`config.mk`:
```
export PLATFORM = sky130hd
export DESIGN_NAME = multi_digit_display
export DESIGN_NICKNAME = d
export VERILOG_FILES = /design/src/rtl/multi_digit_display.sv
export SDC_FILE = /design/constraint.sdc
export NUM_CORES = 1
export LEC_CHECK = 0
export CAP_MARGIN = 25
export CORE_MARGIN = 2
export CORE_UTILIZATION = 50
export DETAILED_ROUTE_END_ITERATION = 12
export GPL_TIMING_DRIVEN = 1
export HOLD_SLACK_MARGIN = 0.12
export PLACE_DENSITY_LB_ADDON = 0.15
export SYNTH_ARGS = -nofsm -noshare
export SYNTH_HDL_FRONTEND = slang
export SYNTH_SLANG_ARGS = --single-unit
```
`constraint.sdc`:
```
create_clock -name clk -period 6.3 [get_ports clk]
set_input_delay 0.945 -clock clk [delete_from_list [all_inputs] [get_ports clk]]
set_output_delay 0.945 -clock clk [all_outputs]
set_load 0.01 [all_outputs]
```
`src/rtl/multi_digit_display.sv`:
```
// Sequential N-digit decimal-to-7-segment driver: one digit per clock, LSB first,
// published atomically. Define LEADING_ZEROS_EN to show zeros instead of blanks.

module digit_display (
  input  logic [3:0] digit,
  output logic [6:0] seg
);
  // Decimal digit to segment pattern; codes above 9 are blank
  always_comb begin
    seg = 7'h00;
    case (digit)
      4'd0:    seg = 7'h3F;
      4'd1:    seg = 7'h0C;
      4'd2:    seg = 7'h76;
      4'd3:    seg = 7'h5E;
      4'd4:    seg = 7'h4D;
      4'd5:    seg = 7'h5B;
      4'd6:    seg = 7'h7B;
      4'd7:    seg = 7'h0E;
      4'd8:    seg = 7'h7F;
      4'd9:    seg = 7'h5F;
      default: seg = 7'h00;
    endcase
  end
endmodule

module multi_digit_display #(
  parameter int NUMBER_WIDTH = 16,
  parameter int DIGITS       = 5
) (
  input  logic                    clk,
  input  logic                    rst,
  input  logic [NUMBER_WIDTH-1:0] number,
  input  logic                    start,
  output logic                    busy,
  output logic                    done,
  output logic                    overflow,
  output logic [7*DIGITS-1:0]     segments
);
  localparam int IDX_W = (DIGITS > 1) ? $clog2(DIGITS) : 1;
  localparam logic [IDX_W-1:0] LAST_IDX = IDX_W'(DIGITS - 1);

  typedef enum logic [1:0] {
    IDLE    = 2'd0,
    CONVERT = 2'd1,
    PUBLISH = 2'd2
  } state_t;

  state_t                  state_q, state_d;
  logic [NUMBER_WIDTH-1:0] work_q, work_d;
  logic [IDX_W-1:0]        idx_q, idx_d;
  logic [7*DIGITS-1:0]     shadow_q, shadow_d;
  logic [7*DIGITS-1:0]     segments_q, segments_d;
  logic                    busy_q, busy_d;
  logic                    done_q, done_d;
  logic                    overflow_q, overflow_d;

  logic [NUMBER_WIDTH-1:0] quot_s;
  logic [3:0]              digit_s;
  logic [6:0]              pattern_s;
  logic [6:0]              digit_seg_s;

  assign quot_s  = work_q / NUMBER_WIDTH'(10);
  assign digit_s = 4'(work_q % NUMBER_WIDTH'(10));

  digit_display u_dec (
    .digit (digit_s),
    .seg   (pattern_s)
  );

  // Blank a position once the remaining value is exhausted (digit 0 always shows)
  always_comb begin
    digit_seg_s = pattern_s;
`ifdef LEADING_ZEROS_EN
    digit_seg_s = pattern_s;
`else
    if ((work_q != {NUMBER_WIDTH{1'b0}}) || (idx_q == {IDX_W{1'b0}})) begin
      digit_seg_s = pattern_s;
    end else begin
      digit_seg_s = 7'h00;
    end
`endif
  end

  // Next-state and output logic
  always_comb begin
    state_d    = state_q;
    work_d     = work_q;
    idx_d      = idx_q;
    shadow_d   = shadow_q;
    segments_d = segments_q;
    busy_d     = busy_q;
    done_d     = 1'b0;
    overflow_d = overflow_q;
    case (state_q)
      IDLE: begin
        if (start) begin
          work_d  = number;
          idx_d   = {IDX_W{1'b0}};
          busy_d  = 1'b1;
          state_d = CONVERT;
        end else begin
          busy_d  = 1'b0;
        end
      end
      CONVERT: begin
        for (int k = 0; k < DIGITS; k++) begin
          if (idx_q == IDX_W'(k)) begin
            shadow_d[7*k +: 7] = digit_seg_s;
          end else begin
            shadow_d[7*k +: 7] = shadow_q[7*k +: 7];
          end
        end
        work_d = quot_s;
        // Publish on the same edge the last digit lands so done and segments coincide
        if (idx_q == LAST_IDX) begin
          idx_d      = {IDX_W{1'b0}};
          segments_d = shadow_d;
          overflow_d = (quot_s != {NUMBER_WIDTH{1'b0}});
          done_d     = 1'b1;
          busy_d     = 1'b0;
          state_d    = PUBLISH;
        end else begin
          idx_d      = idx_q + IDX_W'(1);
        end
      end
      PUBLISH: begin
        busy_d  = 1'b0;
        state_d = IDLE;
      end
      default: begin
        busy_d  = 1'b0;
        state_d = IDLE;
      end
    endcase
  end

  // State and output registers with synchronous reset
  always_ff @(posedge clk) begin
    if (rst) begin
      state_q    <= IDLE;
      work_q     <= {NUMBER_WIDTH{1'b0}};
      idx_q      <= {IDX_W{1'b0}};
      shadow_q   <= {(7*DIGITS){1'b0}};
      segments_q <= {(7*DIGITS){1'b0}};
      busy_q     <= 1'b0;
      done_q     <= 1'b0;
      overflow_q <= 1'b0;
    end else begin
      state_q    <= state_d;
      work_q     <= work_d;
      idx_q      <= idx_d;
      shadow_q   <= shadow_d;
      segments_q <= segments_d;
      busy_q     <= busy_d;
      done_q     <= done_d;
      overflow_q <= overflow_d;
    end
  end

  assign busy     = busy_q;
  assign done     = done_q;
  assign overflow = overflow_q;
  assign segments = segments_q;

endmodule

```
==> summary.txt <==
Implementation summary

The endpoint required time on the critical path is 6.50 ns. The die is 112 um tall. The depth of the critical timing path with buffers and inverters included is 19. The row count is 39.

In the layout the commonest cells are sky130_fd_sc_hd__nand2_1, sky130_fd_sc_hd__dfxtp_1, sky130_fd_sc_hd__a21oi_1. The number of ordinary inverters in the final layout is 28. The most used flip-flop cell after synthesis is sky130_fd_sc_hd__dfxtp_1. The worst-skew pair later-pin latency is 0.34 ns. The total number of clock tree sinks is 87.

Of all power groups, the one with the highest power is combinational logic. The run finished with clean final reports. The overall die width is 112 um. The power density normalized to cell area is ~330 mW/mm^2.

Setup repair after global routing left no endpoint under its margin. The combined flip-flop and latch cell area is 0.00174 sq mm. Buffers inserted to repair hold after CTS numbered 0. Per the detail_route report, vias per standard cell equal ~6.3.

The detailed-route DRC error count is 0. The count of placed standard cells in the final layout, fillers left out is 934. The tree is rooted in a sky130_fd_sc_hd__clkbuf_16.

The number of fill cells in the layout is approximately 1100. The clock network area share is 0.0447. After synthesis, the chip area reported by Yosys is 0.00582 sq mm. The number of enable-type register cells in the synthesized netlist is 0. In this run the VDD rail shows a maximum IR drop of approximately 0.2 mV. Checking max transition, the worst relative margin is 0.286. The beginning of the critical path is work_q[12]. Switching power as a fraction of the total was reported as 0.425.

Counting tap cells, the placed design contains a total of 918 instances. The most frequent cell on the critical path is sky130_fd_sc_hd__xnor2_1. The design draws 2180 uW. Synthesis instantiated 91 different standard cells from the library. The TritonCTS buffer count is 9. The global-route total usage across every layer is 0.255. The H-tree was split into 3 levels. Between clock sinks in the finished design, the worst skew comes to between 0.005 and 0.006 ns. The power report puts the leakage power at 0.00241 uW. The highest net fanout along the worst path is 22. The number of endpoints with negative hold slack in the final report is 0. In the floorplan report the effective utilization is 0.512. The reported clock group power is 528 uW. By area, logic gates come first.

Of all cell types, the one taking the most synthesized area is sky130_fd_sc_hd__dfxtp_1. The area fraction of the largest cell type after synthesis is 0.299. The number of antenna-violating nets in the routed design is 0. The transition at the pin with the smallest max-transition slack is 1.07 ns.
[metrics by stage]
step / utilization / setup WS [ns]
after global routing: 0.585 / 0.0548
after floorplan: - / 1.63
after CTS: 0.585 / 0.545
after global placement: 0.559 / 0.827
after detailed placement: 0.559 / 0.629
final: 0.585 / 0.475
[state kept, by name (all words and copies together) (netlist names)]
name      cells
overflow      1
busy          1
done          1
state_q       2
segments     35
work_q       16
shadow_q     28
idx_q         3
[layer usage]
layer  GRT usage  vias up  part of all wire  routed length [um]
met3      0.0397       29             0.059                 967
li1            -     2835                 -                   -
met4      0.0831        0             0.021                 335
met5           0        -                 0                   0
met2       0.398      218              0.45                7400
met1       0.361     2782              0.47                7620
Figure 1. Signal wires on met3.
Scale bar: 20 um.
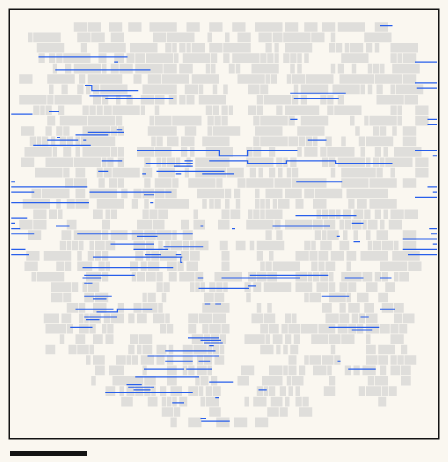
The wires run mostly horizontal. The layer carries 967 um of wire. The longest straight run is 29.9 um. The layer holds 5.9% of the routed length.
post-detailed-routing wire length: 16.3 mm
met3 capacity usage during global routing: 0.0397
via count: 5864

Figure 2. Close-up of the layout.
Scale bar: 10 um. Region (64, 8) to (104, 48) um. Cells in grey, sequential cells in the stronger grey; small squares are vias.
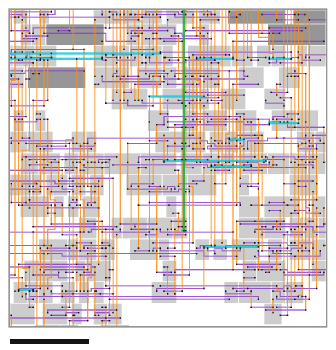
Key: purple = M1; green = M4; orange = M2; cyan = M3
Netlist names of flops here include `work_q` (5). Most frequent: nand2_1 (13), a21oi_1 (11). Sequential cells in the window: 5. 138 logic cells have their middle in the window.

Power is estimated from default activity; no workload was simulated.
